[src/rtl/video_timing.sv]
// ---------------------------------------------------------------------------
// video_timing
//
// Free-running 15 kHz video timing generator for the AY-3-8500 video path.
// A divider turns clk_vid into a one-clock pixel enable.  On each pixel
// enable the horizontal/vertical beam counters step.  The sync, blanking and
// line/frame marker outputs are decoded from the *new* counter values and
// registered on that same edge, so every output changes only together with
// an o_ce_pix high cycle.  The outputs feed the scandoubler's ce_pix, hs_in,
// vs_in, hb_in and vb_in directly.  o_x/o_y drive the game renderer.
//
// Ports
//   i_clk_vid      in   1  video clock, the only clock
//   i_reset        in   1  synchronous, active-high reset
//   o_ce_pix       out  1  one-clock pixel enable, every CE_DIV clocks
//   o_hs           out  1  horizontal sync, active-high
//   o_vs           out  1  vertical sync, active-high
//   o_hb           out  1  horizontal blank
//   o_vb           out  1  vertical blank
//   o_x            out  9  current pixel index, 0..H_TOTAL-1
//   o_y            out  9  current line index, 0..V_TOTAL-1
//   o_line_start   out  1  one-clock pulse on the step where x becomes 0
//   o_frame_start  out  1  one-clock pulse on the step where x and y become 0
// ---------------------------------------------------------------------------
module video_timing #(
  parameter int CE_DIV       = 4,    // clk_vid cycles per pixel, 4..255
  parameter int H_ACTIVE     = 320,  // visible pixels per line
  parameter int H_SYNC_START = 336,  // pixel index where hs rises
  parameter int H_SYNC_LEN   = 32,   // hs width in pixels
  parameter int H_TOTAL      = 400,  // pixels per line, at most 512
  parameter int V_ACTIVE     = 240,  // visible lines
  parameter int V_SYNC_START = 244,  // line index where vs rises
  parameter int V_SYNC_LEN   = 3,    // vs width in lines
  parameter int V_TOTAL      = 262   // lines per frame, at most 512
) (
  input  logic       i_clk_vid,
  input  logic       i_reset,
  output logic       o_ce_pix,
  output logic       o_hs,
  output logic       o_vs,
  output logic       o_hb,
  output logic       o_vb,
  output logic [8:0] o_x,
  output logic [8:0] o_y,
  output logic       o_line_start,
  output logic       o_frame_start
);

  // -------------------------------------------------------------------------
  // Parameter legality.  An illegal set stops elaboration with an error; the
  // hardware behaviour for such a set is not defined.
  // -------------------------------------------------------------------------
  if ((CE_DIV < 4) || (CE_DIV > 255) ||
      (H_TOTAL < 1) || (H_TOTAL > 512) ||
      (V_TOTAL < 1) || (V_TOTAL > 512) ||
      (H_ACTIVE > H_SYNC_START) ||
      (V_ACTIVE > V_SYNC_START) ||
      ((H_SYNC_START + H_SYNC_LEN) > H_TOTAL) ||
      ((V_SYNC_START + V_SYNC_LEN) > V_TOTAL)) begin : g_bad_params
    $error("video_timing: illegal timing parameter set");
  end

  // -------------------------------------------------------------------------
  // Constants.  Window bounds are held at 10 bits so that start+len cannot
  // overflow even when the window ends exactly at a 512-entry total.
  // -------------------------------------------------------------------------
  localparam logic [7:0] DIV_LAST  = 8'(CE_DIV - 1);
  localparam logic [8:0] X_LAST    = 9'(H_TOTAL - 1);
  localparam logic [8:0] Y_LAST    = 9'(V_TOTAL - 1);
  localparam logic [9:0] H_ACT_10  = 10'(H_ACTIVE);
  localparam logic [9:0] HS_LO_10  = 10'(H_SYNC_START);
  localparam logic [9:0] HS_HI_10  = 10'(H_SYNC_START) + 10'(H_SYNC_LEN);
  localparam logic [9:0] V_ACT_10  = 10'(V_ACTIVE);
  localparam logic [9:0] VS_LO_10  = 10'(V_SYNC_START);
  localparam logic [9:0] VS_HI_10  = 10'(V_SYNC_START) + 10'(V_SYNC_LEN);

  // Unsigned half-open window test: lo <= v < hi.
  function automatic logic f_in_window(
    input logic [9:0] v,
    input logic [9:0] lo,
    input logic [9:0] hi
  );
    f_in_window = (v >= lo) && (v < hi);
  endfunction

  // Unsigned "at or beyond" test used for the blanking decodes.
  function automatic logic f_at_or_above(
    input logic [9:0] v,
    input logic [9:0] lo
  );
    f_at_or_above = (v >= lo);
  endfunction

  // -------------------------------------------------------------------------
  // State registers
  // -------------------------------------------------------------------------
  logic [7:0] r_div;
  logic [8:0] r_x;
  logic [8:0] r_y;
  logic       r_ce_pix;
  logic       r_hs;
  logic       r_vs;
  logic       r_hb;
  logic       r_vb;
  logic       r_line_start;
  logic       r_frame_start;

  // -------------------------------------------------------------------------
  // Next-state wires
  // -------------------------------------------------------------------------
  logic       w_step;
  logic       w_x_wrap;
  logic       w_y_wrap;
  logic [8:0] w_x_nxt;
  logic [8:0] w_y_nxt;
  logic       w_hb_nxt;
  logic       w_hs_nxt;
  logic       w_vb_nxt;
  logic       w_vs_nxt;
  logic       w_line_start_nxt;
  logic       w_frame_start_nxt;

  // Pixel-step condition and beam counter successors (used only on a step).
  always_comb begin
    w_step   = (r_div == DIV_LAST);
    w_x_wrap = (r_x == X_LAST);
    w_y_wrap = (r_y == Y_LAST);
    w_x_nxt  = r_x;
    w_y_nxt  = r_y;
    if (w_x_wrap) begin
      w_x_nxt = 9'd0;
      if (w_y_wrap) begin
        w_y_nxt = 9'd0;
      end else begin
        w_y_nxt = r_y + 9'd1;
      end
    end else begin
      w_x_nxt = r_x + 9'd1;
      w_y_nxt = r_y;
    end
  end

  // Status decodes from the post-step beam position.  vb/vs depend only on y,
  // which moves only when x wraps, so they change only on the x==0 step.
  always_comb begin
    w_hb_nxt          = f_at_or_above({1'b0, w_x_nxt}, H_ACT_10);
    w_hs_nxt          = f_in_window({1'b0, w_x_nxt}, HS_LO_10, HS_HI_10);
    w_vb_nxt          = f_at_or_above({1'b0, w_y_nxt}, V_ACT_10);
    w_vs_nxt          = f_in_window({1'b0, w_y_nxt}, VS_LO_10, VS_HI_10);
    w_line_start_nxt  = (w_x_nxt == 9'd0);
    w_frame_start_nxt = (w_x_nxt == 9'd0) && (w_y_nxt == 9'd0);
  end

  // Divider, beam counters and registered outputs.  Reset wins over any step
  // on the same edge.  Between steps the levels hold and the pulses drop.
  always_ff @(posedge i_clk_vid) begin
    if (i_reset) begin
      r_div         <= 8'd0;
      r_x           <= 9'd0;
      r_y           <= 9'd0;
      r_ce_pix      <= 1'b0;
      r_hs          <= 1'b0;
      r_vs          <= 1'b0;
      r_hb          <= 1'b0;
      r_vb          <= 1'b0;
      r_line_start  <= 1'b0;
      r_frame_start <= 1'b0;
    end else if (w_step) begin
      r_div         <= 8'd0;
      r_x           <= w_x_nxt;
      r_y           <= w_y_nxt;
      r_ce_pix      <= 1'b1;
      r_hs          <= w_hs_nxt;
      r_vs          <= w_vs_nxt;
      r_hb          <= w_hb_nxt;
      r_vb          <= w_vb_nxt;
      r_line_start  <= w_line_start_nxt;
      r_frame_start <= w_frame_start_nxt;
    end else begin
      r_div         <= r_div + 8'd1;
      r_ce_pix      <= 1'b0;
      r_line_start  <= 1'b0;
      r_frame_start <= 1'b0;
    end
  end

  // -------------------------------------------------------------------------
  // Outputs come straight from registers; no input-to-output paths.
  // -------------------------------------------------------------------------
  assign o_ce_pix      = r_ce_pix;
  assign o_hs          = r_hs;
  assign o_vs          = r_vs;
  assign o_hb          = r_hb;
  assign o_vb          = r_vb;
  assign o_x           = r_x;
  assign o_y           = r_y;
  assign o_line_start  = r_line_start;
  assign o_frame_start = r_frame_start;

endmodule

[config.mk]
export PLATFORM = sky130hd
export DESIGN_NAME = video_timing
export DESIGN_NICKNAME = d
export VERILOG_FILES = /design/src/rtl/video_timing.sv
export SDC_FILE = /design/constraint.sdc
export NUM_CORES = 1
export LEC_CHECK = 0
export ABC_CLOCK_PERIOD_IN_PS = 6200
export CORE_ASPECT_RATIO = 0.7
export CORE_MARGIN = 3
export CORE_UTILIZATION = 55
export CTS_CLUSTER_SIZE = 28
export DETAILED_ROUTE_END_ITERATION = 10
export GPL_TIMING_DRIVEN = 1
export PLACE_DENSITY_LB_ADDON = 0.3
export SYNTH_ARGS = -nofsm -noshare
export SYNTH_HDL_FRONTEND = slang
export SYNTH_SLANG_ARGS = --single-unit
[constraint.sdc]
create_clock -name i_clk_vid -period 6.2 [get_ports i_clk_vid]
set_input_delay 1.55 -clock i_clk_vid [delete_from_list [all_inputs] [get_ports i_clk_vid]]
set_output_delay 1.55 -clock i_clk_vid [all_outputs]
set_load 0.01 [all_outputs]
### Sequential cells grouped by signal name

Scale: 4 px per um. Other sequential cells in the stronger gray, the rest of the logic in the fainter gray.
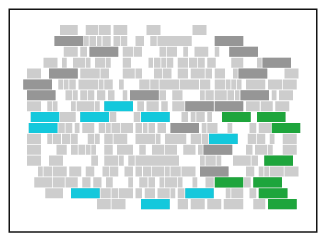
Key: cyan = o_y [flops 9]; green = r_div [flops 8]
Another 16 sequential cells are not colored.

### M3 wires

Scale: 4 px per um. Cells faint in the background.
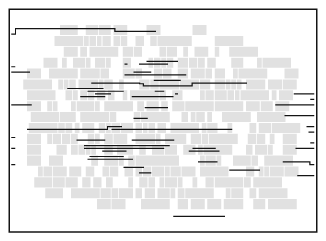
The longest straight run is 29.9 um. 39 nets have wire on it.
M3 GR Usage: 7.82%
DRT Wirelength: 4700 um

### Wiring by layer

Scale: 4 px per um.
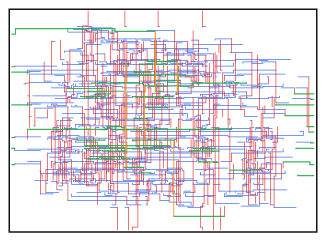
Key: green = met3 [wire length 403 um]; red = met2 [wire length 1,940 um]; blue = met1 [wire length 2,270 um]; orange = met4 [wire length 81.6 um]
total track usage: 23.6%
routed length per placed instance: 15.4 um

==> notes.md <==
run results: outcome=finished clean, clock skew=6.41 ps, Die X=76.5 um, Worst Tran Pin Value=607 ps, worst reg2reg path depth=6, Repair and plain buffers=26, Comb pwr share=under 10%, fin util=70.6%, CP max stage cell=clkdlybuf4s50_1, Seq/total area=between 20% and 30%, Top pwr grp=sequential cells, Fill cells=~280, Comb/total area=51.2%, Final period util=58.5%, Highest Signal Layer=met4, DRC=0, final design instance area without fill=roughly 0.0023 mm2, end of the critical path=o_vs$_SDFFE_PP0P_, XOR/XNOR Area Share=6.41%, Tap Cells=47, dpl hpwl=3350 um, Die Height=55.3 um, share of post-route cells with drive strength above 1=under 10%, Final Max Slew Viols=0, gr busiest metal=met1, Pleak=between 0.0007 and 0.0008 uW, reg-to-reg endpoint=o_frame_start$_SDFF_PP0_, crit-path max FO=17, pre-CTS setup slack=2360 ps, clock buffer count from CTS=5, Synth Instances=240, Die ar.=~0.0042 mm2, Cell Type Count=around 44, RSZ-0062 raised after global routing=no, FP Rows=17, first-pass GRT wire length=between 8000 and 9000 um, largest cell class by area=logic gates, vias=between 1,500 and 2,000, clk buf depth=2, Root Driver=clkbuf_8, type of the worst setup path=input port to register, most frequent cell after synthesis=dfxtp_1, critical path's largest stage delay=720 ps, Pwr Density=slightly above 200 mW/mm2, Post-DP Area=0.00217 mm2, Final Hold Viols=0, Yosys Chip Area=roughly 0.0019 mm2, First-pass DRT Iterations=4, Yosys Warn Count=0, top cell type's share of synthesized area=approximately a third, layout net count=roughly 270, Hold Crit Start=o_hs$_SDFFE_PP0P_, CLK BUF=7, Hold Worst Slack=466 ps, largest delay contributor family on the critical path=simple AND/OR/NAND/NOR gates, antenna cells=0, reg-to-reg startpoint=o_x[0]$_SDFFE_PP0P_, internal power=approximately 360 uW
Power figures rest on the tool's default switching activity, not on a simulated workload.
